==> config.mk <==
export PLATFORM = sky130hd
export DESIGN_NAME = reg_file_8x8
export DESIGN_NICKNAME = d
export VERILOG_FILES = /design/src/rtl/reg_file_8x8.sv
export SDC_FILE = /design/constraint.sdc
export NUM_CORES = 1
export LEC_CHECK = 0
export CAP_MARGIN = 10
export CORE_ASPECT_RATIO = 0.9
export CORE_MARGIN = 3
export CORE_UTILIZATION = 58
export CTS_BUF_LIST = sky130_fd_sc_hd__clkbuf_4
export CTS_CLUSTER_DIAMETER = 50
export CTS_CLUSTER_SIZE = 12
export DETAILED_ROUTE_END_ITERATION = 8
export PLACE_DENSITY = 0.86
export SLEW_MARGIN = 0
export SYNTH_ARGS = -nofsm -noshare
export SYNTH_HDL_FRONTEND = slang
export SYNTH_SLANG_ARGS = --single-unit
==> constraint.sdc <==
create_clock -name clk -period 1.65 [get_ports clk]
set_clock_uncertainty 0.15 [all_clocks]
set_input_delay 0.33 -clock clk [delete_from_list [all_inputs] [get_ports clk]]
set_output_delay 0.33 -clock clk [all_outputs]
set_load 0.005 [all_outputs]
==> src/rtl/reg_file_8x8.sv <==
// reg_file_8x8: eight-entry register file with hardwired-zero register 0,
// two registered read ports, sticky illegal-enable flag and write counter.
// Optional build macro: REG_FILE_BYPASS_EN (write-to-read forwarding).
module reg_file_8x8 #(
  parameter int unsigned WIDTH = 8
) (
  input  logic             clk,
  input  logic             rst_n,
  input  logic [7:0]       we_onehot,
  input  logic [WIDTH-1:0] wdata,
  input  logic [2:0]       ra1,
  input  logic [2:0]       ra2,
  input  logic             clr_err,
  output logic [WIDTH-1:0] rd1,
  output logic [WIDTH-1:0] rd2,
  output logic             wr_err,
  output logic [7:0]       wr_cnt
);

  logic [WIDTH-1:0] r_mem [8];
  logic [WIDTH-1:0] r_rd1;
  logic [WIDTH-1:0] r_rd2;
  logic             r_err;
  logic [7:0]       r_cnt;

  logic             w_any;
  logic             w_single;
  logic             w_illegal;
  logic             w_accept;
  logic [2:0]       w_idx;
  logic [WIDTH-1:0] w_rd1_next;
  logic [WIDTH-1:0] w_rd2_next;

  // Classify the enable word: idle, single legal write, or illegal multi-hot.
  always_comb begin
    w_any     = (we_onehot != '0);
    w_single  = w_any && ((we_onehot & (we_onehot - 8'd1)) == '0);
    w_illegal = w_any && !w_single;
    w_idx     = '0;
    for (int unsigned i = 0; i < 8; i++) begin
      if (we_onehot[i]) begin
        w_idx = 3'(i);
      end
    end
    // Writes to register 0 are legal but discarded, so they are not accepted.
    w_accept  = w_single && (w_idx != 3'd0);
  end

  // Next read data; register 0 always reads zero.
  always_comb begin
    w_rd1_next = (ra1 == 3'd0) ? '0 : r_mem[ra1];
    w_rd2_next = (ra2 == 3'd0) ? '0 : r_mem[ra2];
`ifdef REG_FILE_BYPASS_EN
    // Forward only accepted writes, so reg 0 and illegal enables never bypass.
    if (w_accept && (w_idx == ra1)) begin
      w_rd1_next = wdata;
    end
    if (w_accept && (w_idx == ra2)) begin
      w_rd2_next = wdata;
    end
`endif
  end

  // Storage, read registers, sticky error and write counter.
  always_ff @(posedge clk or negedge rst_n) begin
    if (!rst_n) begin
      for (int unsigned i = 0; i < 8; i++) begin
        r_mem[i] <= '0;
      end
      r_rd1 <= '0;
      r_rd2 <= '0;
      r_err <= 1'b0;
      r_cnt <= '0;
    end else begin
      if (w_accept) begin
        r_mem[w_idx] <= wdata;
        r_cnt        <= r_cnt + 8'd1;
      end
      r_rd1 <= w_rd1_next;
      r_rd2 <= w_rd2_next;
      // Set has priority over clear when both occur in one cycle.
      if (w_illegal) begin
        r_err <= 1'b1;
      end else if (clr_err) begin
        r_err <= 1'b0;
      end
    end
  end

  assign rd1    = r_rd1;
  assign rd2    = r_rd2;
  assign wr_err = r_err;
  assign wr_cnt = r_cnt;

endmodule

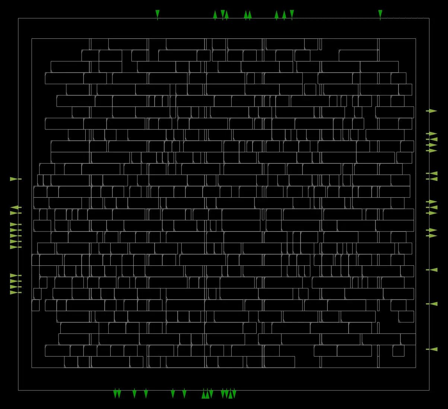
Fig. 1. Placed standard cells (run 1).
flop share of the area: 38.0%
flip-flops: 89
TAP cells: 93
final cell count without fillers: 546
CORE AREA: 0.00726 sq mm

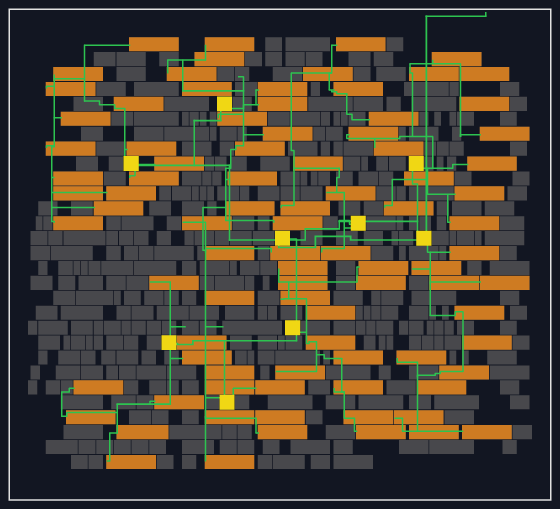
Fig. 2. Routed clock nets over the placement (run 1).
green -> clock wires  # length 966 um
yellow -> clock drivers  # count 9
orange -> flip-flops  # count 89
flops lie = all over the die
routed clock nets = 10

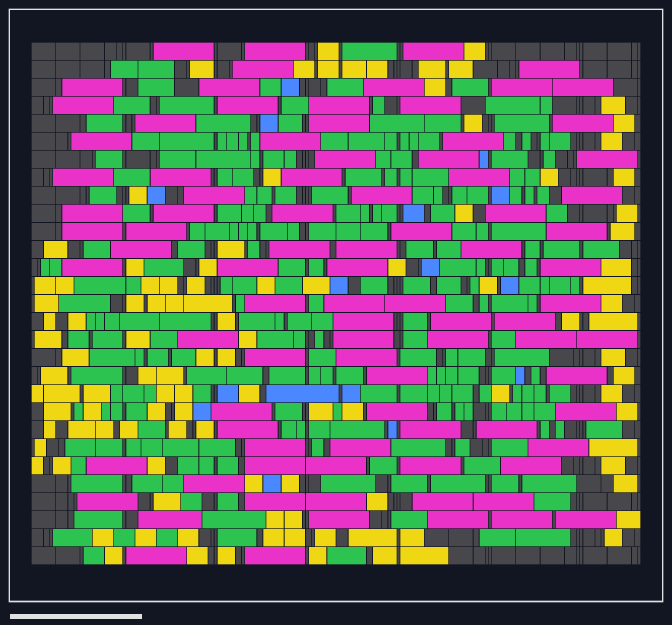
Fig. 3. Placed cells, one color a class (run 1).
Bar = 20 um. Fill, decap, tap and diode cells in gray.
blue -> clock drivers and dummy loads  # cells 16, share of their area 2.3%
green -> combinational and other logic  # cells 240, share of their area 42%
yellow -> remaining buffers and delay cells  # cells 108, share of their area 17%
magenta -> sequential cells  # cells 89, share of their area 39%

==> run_results.csv, run 1 <==
group,metric,value,unit
clocking,postCtsSetupBuffers,14,
synth,yosys_area,0.00446,sq mm
status,violations,"setup timing",
sta,maxSlewHeadroom,62.0,%
layout,comb_area_share,40.4,%
flow_run,warnings,29,
clocking,post_cts_resized,77,
worst_setup_path,cp.arrival,1.86,ns
pwr,power,4.67,mW
layout,post_route_cells_drive_above_1_share,40.6,%
floorplanning,pin_count,50,
layout,comb_cells,235,
drt,vias_per_cell,6.48,
worst_setup_path,crit_type,"primary input to flip-flop",
layout,area_delta_synth_final,31.4,%
drt,drt_iter0_drc,276,
global_routing,grt_pass1_vias,3488,
worst_setup_path,endpoint_kind,"flip-flop",
layout,largest_reg_flops,64,
clocking,cts_tree,"done",
worst_setup_path,cp.depth,9,
sta,fin_ws,-0.0335,ns
drt,wl,12.1,mm
layout,inverters_excl_clock,5,
layout,final-clk-cell-share,2.28,%
worst_setup_path,cp-start-kind,"primary input",
layout,n_antenna_cell,0,
synth,yosys.cell_types.count,31,
synth,synth-xor-area-share,1.37,%
worst_setup_path,slowest_delay,0.30,ns
clocking,cts_buffer_depth,2,
status,status,"finished with violations",
layout,layout_top_cell,"dfrtp_1",
drt,wl_per_cell,22.2,um
worst_hold_path,worstHoldPathType,"primary input to asynchronous set/reset pin",
drt,dr.max_layer_used,"met4",
sta,setup_viol,9,
Fig. 4: run 1, M2 wires
Bar = 20 um.
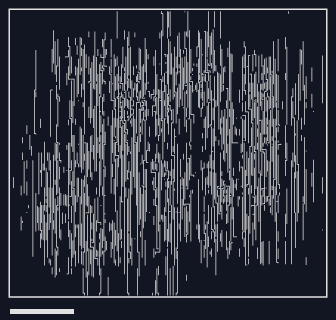

==> inputs of run 2 (changes only) <==
ABC_AREA = 1   (was unset)
CORE_UTILIZATION = 59   (was 58)
PLACE_DENSITY = 0.87   (was 0.86)
SETUP_SLACK_MARGIN = 0.1   (was unset)
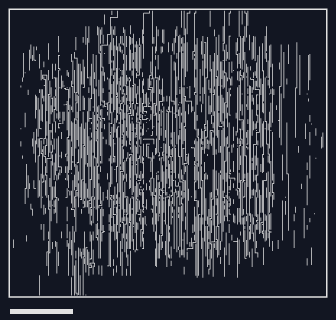
Fig. 5. M2 wires (run 2).
Bar = 20 um.
main direction = vertical
nets with wire on the layer = 603
longest straight run = 41.5 um

==> run 2 against run 1 <==
  * The run ends with DRC left
  * Critical path depth is 8 lower
  * Maximum frequency is 7.3% higher
  * Sequential cell count unchanged
  * Worst setup slack improved by 0.11 ns
  * Critical path type is now flip-flop to output port
  * Global-route usage rose by 3.4 points
  * Clock power is 18% higher
==> run_results.csv, run 2 <==
group,metric,value,unit
layout,layout_top_cell,"nand2_1",
synth,adder_share,0.264,%
synth,area_leaders,"dfrtp_1 47%, nand2_1 14%, o21ai_0 11%, nand4_1 6.3%, nor2_1 4.3%",
layout,n_antenna_cell,0,
flow_run,warnings,28,
floorplanning,die_w,101,um
worst_setup_path,cp.arrival,1.09,ns
synth,async_flop_share,100,%
synth,yosys.cell_types.count,27,
clocking,cts_buffer_depth,2,
drt,wl,14.3,mm
layout,flop-count,89,
layout,final-clk-cell-share,2.77,%
layout,comb_cells,457,
layout,area_delta_synth_final,28.3,%
layout,final_cells,813,
pwr,power,4.67,mW
global_routing,grt_pass1_vias,4886,
synth,ys.flop_type,"dfrtp_1",
layout,inverters_excl_clock,42,
drt,vias_per_cell,6.16,
floorplanning,die_h,91.1,um
pwr,power.density,768,mW/mm^2
floorplanning,pin_count,50,
worst_setup_path,cp_max_fo,2,
sta,maxSlewHeadroom,71.5,%
status,violations,"DRC",
drt,dr.max_layer_used,"met4",
drt,drt-pass1-iter-count,9,
pwr,peakVddDrop,0.540,mV
worst_setup_path,slowest_delay,0.41,ns
drt,wl_per_cell,17.5,um
layout,seq-cell-share,36.6,%
global_routing,grt_max_degree,34,
worst_hold_path,worstHoldPathType,"primary input to asynchronous set/reset pin",
synth,yosys_area,0.00475,sq mm
worst_setup_path,cp.depth,1,
worst_setup_path,endpoint_kind,"output port",
floorplanning,fp-utilization,61.7,%
drt,drc,1,
synth,synth-xor-area-share,1.29,%
clocking,cts_tree,"done",
synth,logic_family,"simple AND/OR/NAND/NOR gates",
layout,post_route_cells_drive_above_1_share,19.9,%
worst_setup_path,cp-start-kind,"flip-flop",
status,status,"finished with violations",
sta,fin_ws,0.0804,ns
sta,setup_viol,0,
placement,dp.cells,777,
worst_setup_path,crit_chain,"clkdlybuf4s15_1",
global_routing,antenna_found_initial,0,
clocking,post_cts_resized,87,
layout,largest_reg_flops,64,
worst_setup_path,r2r-start,"wr_cnt[0]$_DFFE_PN0P_",
drt,drt_iter0_drc,630,
worst_setup_path,crit_type,"flip-flop to output port",
clocking,postCtsSetupBuffers,12,
layout,comb_area_share,37.9,%
sta,tightestPinTransition,0.428,ns
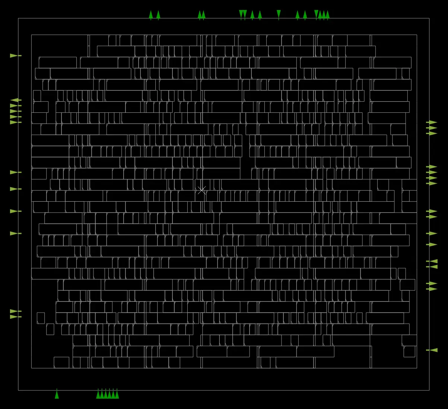
Fig. 6. Placed standard cells (run 2).
TAP cells: 96
CORE AREA: 0.00769 sq mm
fillers: 498

Fig. 7: run 2, PDN straps and rails
Pins as bars on the die edge. Tap cells in gray.
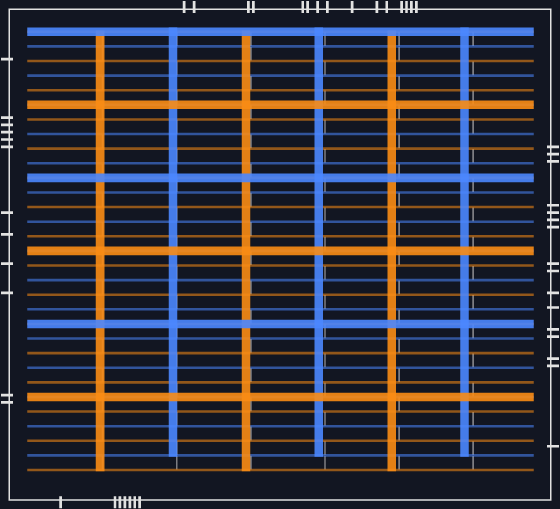

==> inputs of run 3 (changes only) <==
CELL_PAD_IN_SITES_DETAIL_PLACEMENT = 0   (was unset)
CELL_PAD_IN_SITES_GLOBAL_PLACEMENT = 2   (was unset)
CORE_MARGIN = unset   (was 3)
CORE_UTILIZATION = 34   (was 59)
PLACE_DENSITY = 0.86   (was 0.87)
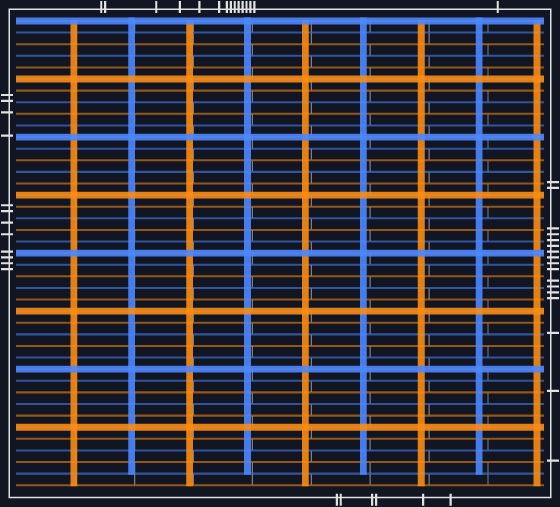
Fig. 8. PDN straps and rails (run 3).
Pins as bars on the die edge. Tap cells in gray.
blue -> VDD
orange -> VSS
met1 rails = 41
signal pins = 50
rows = 40
tap cells = 168
met4 straps = 9

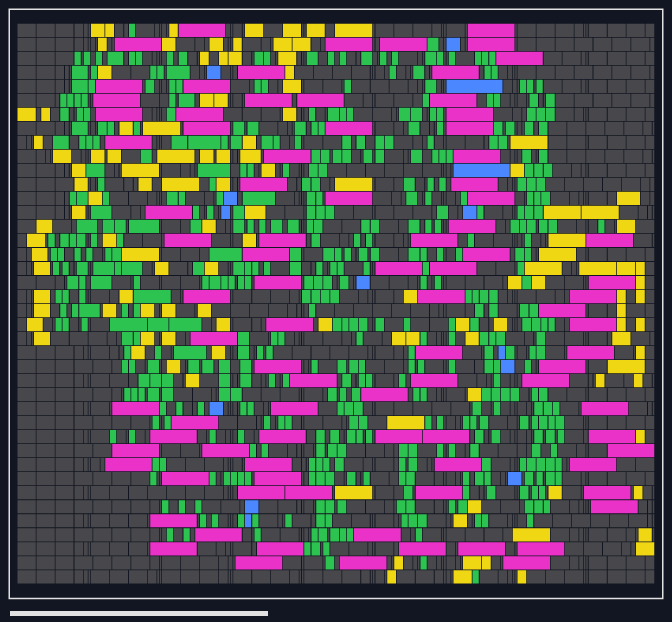
Fig. 9. Placed cells, one color a class (run 3).
Bar = 50 um. Fill, decap, tap and diode cells in gray.
blue -> clock drivers and dummy loads  # cells 14, share of their area 2.4%
green -> combinational and other logic  # cells 499, share of their area 41%
magenta -> sequential cells  # cells 89, share of their area 37%
yellow -> remaining buffers and delay cells  # cells 122, share of their area 19%

==> run 3 against run 2 <==
  * The flow now finishes without violations
  * Clock power shrank 6%
  * Non-clock buffer count grew 9
  * Synthesized cell count is the same
  * Register-to-register slack gained 0.08 ns
  * Routed wire length grew 0.26%
  * Hold slack lost 0.0064 ns
  * Critical path depth grew 5
  * Final area grew 1.1%
  * Critical path type is now primary input to flip-flop
==> run_results.csv, run 3 <==
group,metric,value,unit
worst_setup_path,cp_max_fo,26,
layout,n_antenna_cell,0,
synth,ys.flop_type,"dfrtp_1",
layout,flop-count,89,
worst_setup_path,cp.arrival,1.79,ns
drt,wl,14.3,mm
layout,inverters_excl_clock,42,
synth,yosys.cell_types.count,27,
synth,post_synth_ao_oa_area_fraction,15.7,%
clocking,postCtsSetupBuffers,15,
clocking,cts_buffer_depth,2,
worst_setup_path,crit_type,"primary input to flip-flop",
sta,tightestPinTransition,0.434,ns
layout,final-clk-cell-share,2.28,%
layout,n_clock_buffer,9,
floorplanning,core_area,0.0135,sq mm
pwr,power,4.58,mW
global_routing,met1_usage,28.4,%
layout,final.fill_count,1359,
global_routing,antenna_found_initial,0,
synth,area_leaders,"dfrtp_1 47%, nand2_1 14%, o21ai_0 11%, nand4_1 6.3%, nor2_1 4.3%",
layout,largest_reg_flops,64,
placement,dp.cells,861,
global_routing,grt_pass1_vias,4408,
layout,final_cells,892,
layout,comb_area_share,37.0,%
global_routing,grt_pass1_wl,23.1,mm
pwr,powerComb,0.874,mW
clocking,post_cts_resized,116,
worst_hold_path,worstHoldPathType,"primary input to asynchronous set/reset pin",
worst_setup_path,cp-start-kind,"primary input",
floorplanning,fp-utilization,35.3,%
synth,yosys_area,0.00475,sq mm
drt,drt-pass1-iter-count,5,
status,status,"complete, no violations",
clocking,cts_tree,"done",
synth,adder_share,0.264,%
synth,synth-xor-area-share,1.29,%
synth,logic_family,"simple AND/OR/NAND/NOR gates",
sta,maxSlewHeadroom,71.0,%
worst_setup_path,slowest_delay,0.53,ns
layout,layout_top_cell,"nand2_1",
worst_setup_path,crit_chain,"clkdlybuf4s50_1, inv_1, buf_12, o21ai_0, a21oi_1, nor2_1",
pwr,power.density,744,mW/mm^2
layout,lay_top_cells,"171 x nand2_1, 108 x o21ai_0, 89 x dfrtp_1",
layout,area_delta_synth_final,29.7,%
floorplanning,die_w,127,um
sta,fin_ws,0.0764,ns
global_routing,busiest_layer,"met2",
pwr,p_int,3.28,mW
floorplanning,pin_count,50,
floorplanning,die_h,114,um
sta,setup_viol,0,
layout,comb_cells,457,
worst_setup_path,endpoint_kind,"flip-flop",
drt,drc,0,
synth,async_flop_share,100,%
flow_run,warnings,27,
layout,seq-cell-share,36.2,%
Power figures rest on the tool's default switching activity, not on a simulated workload.
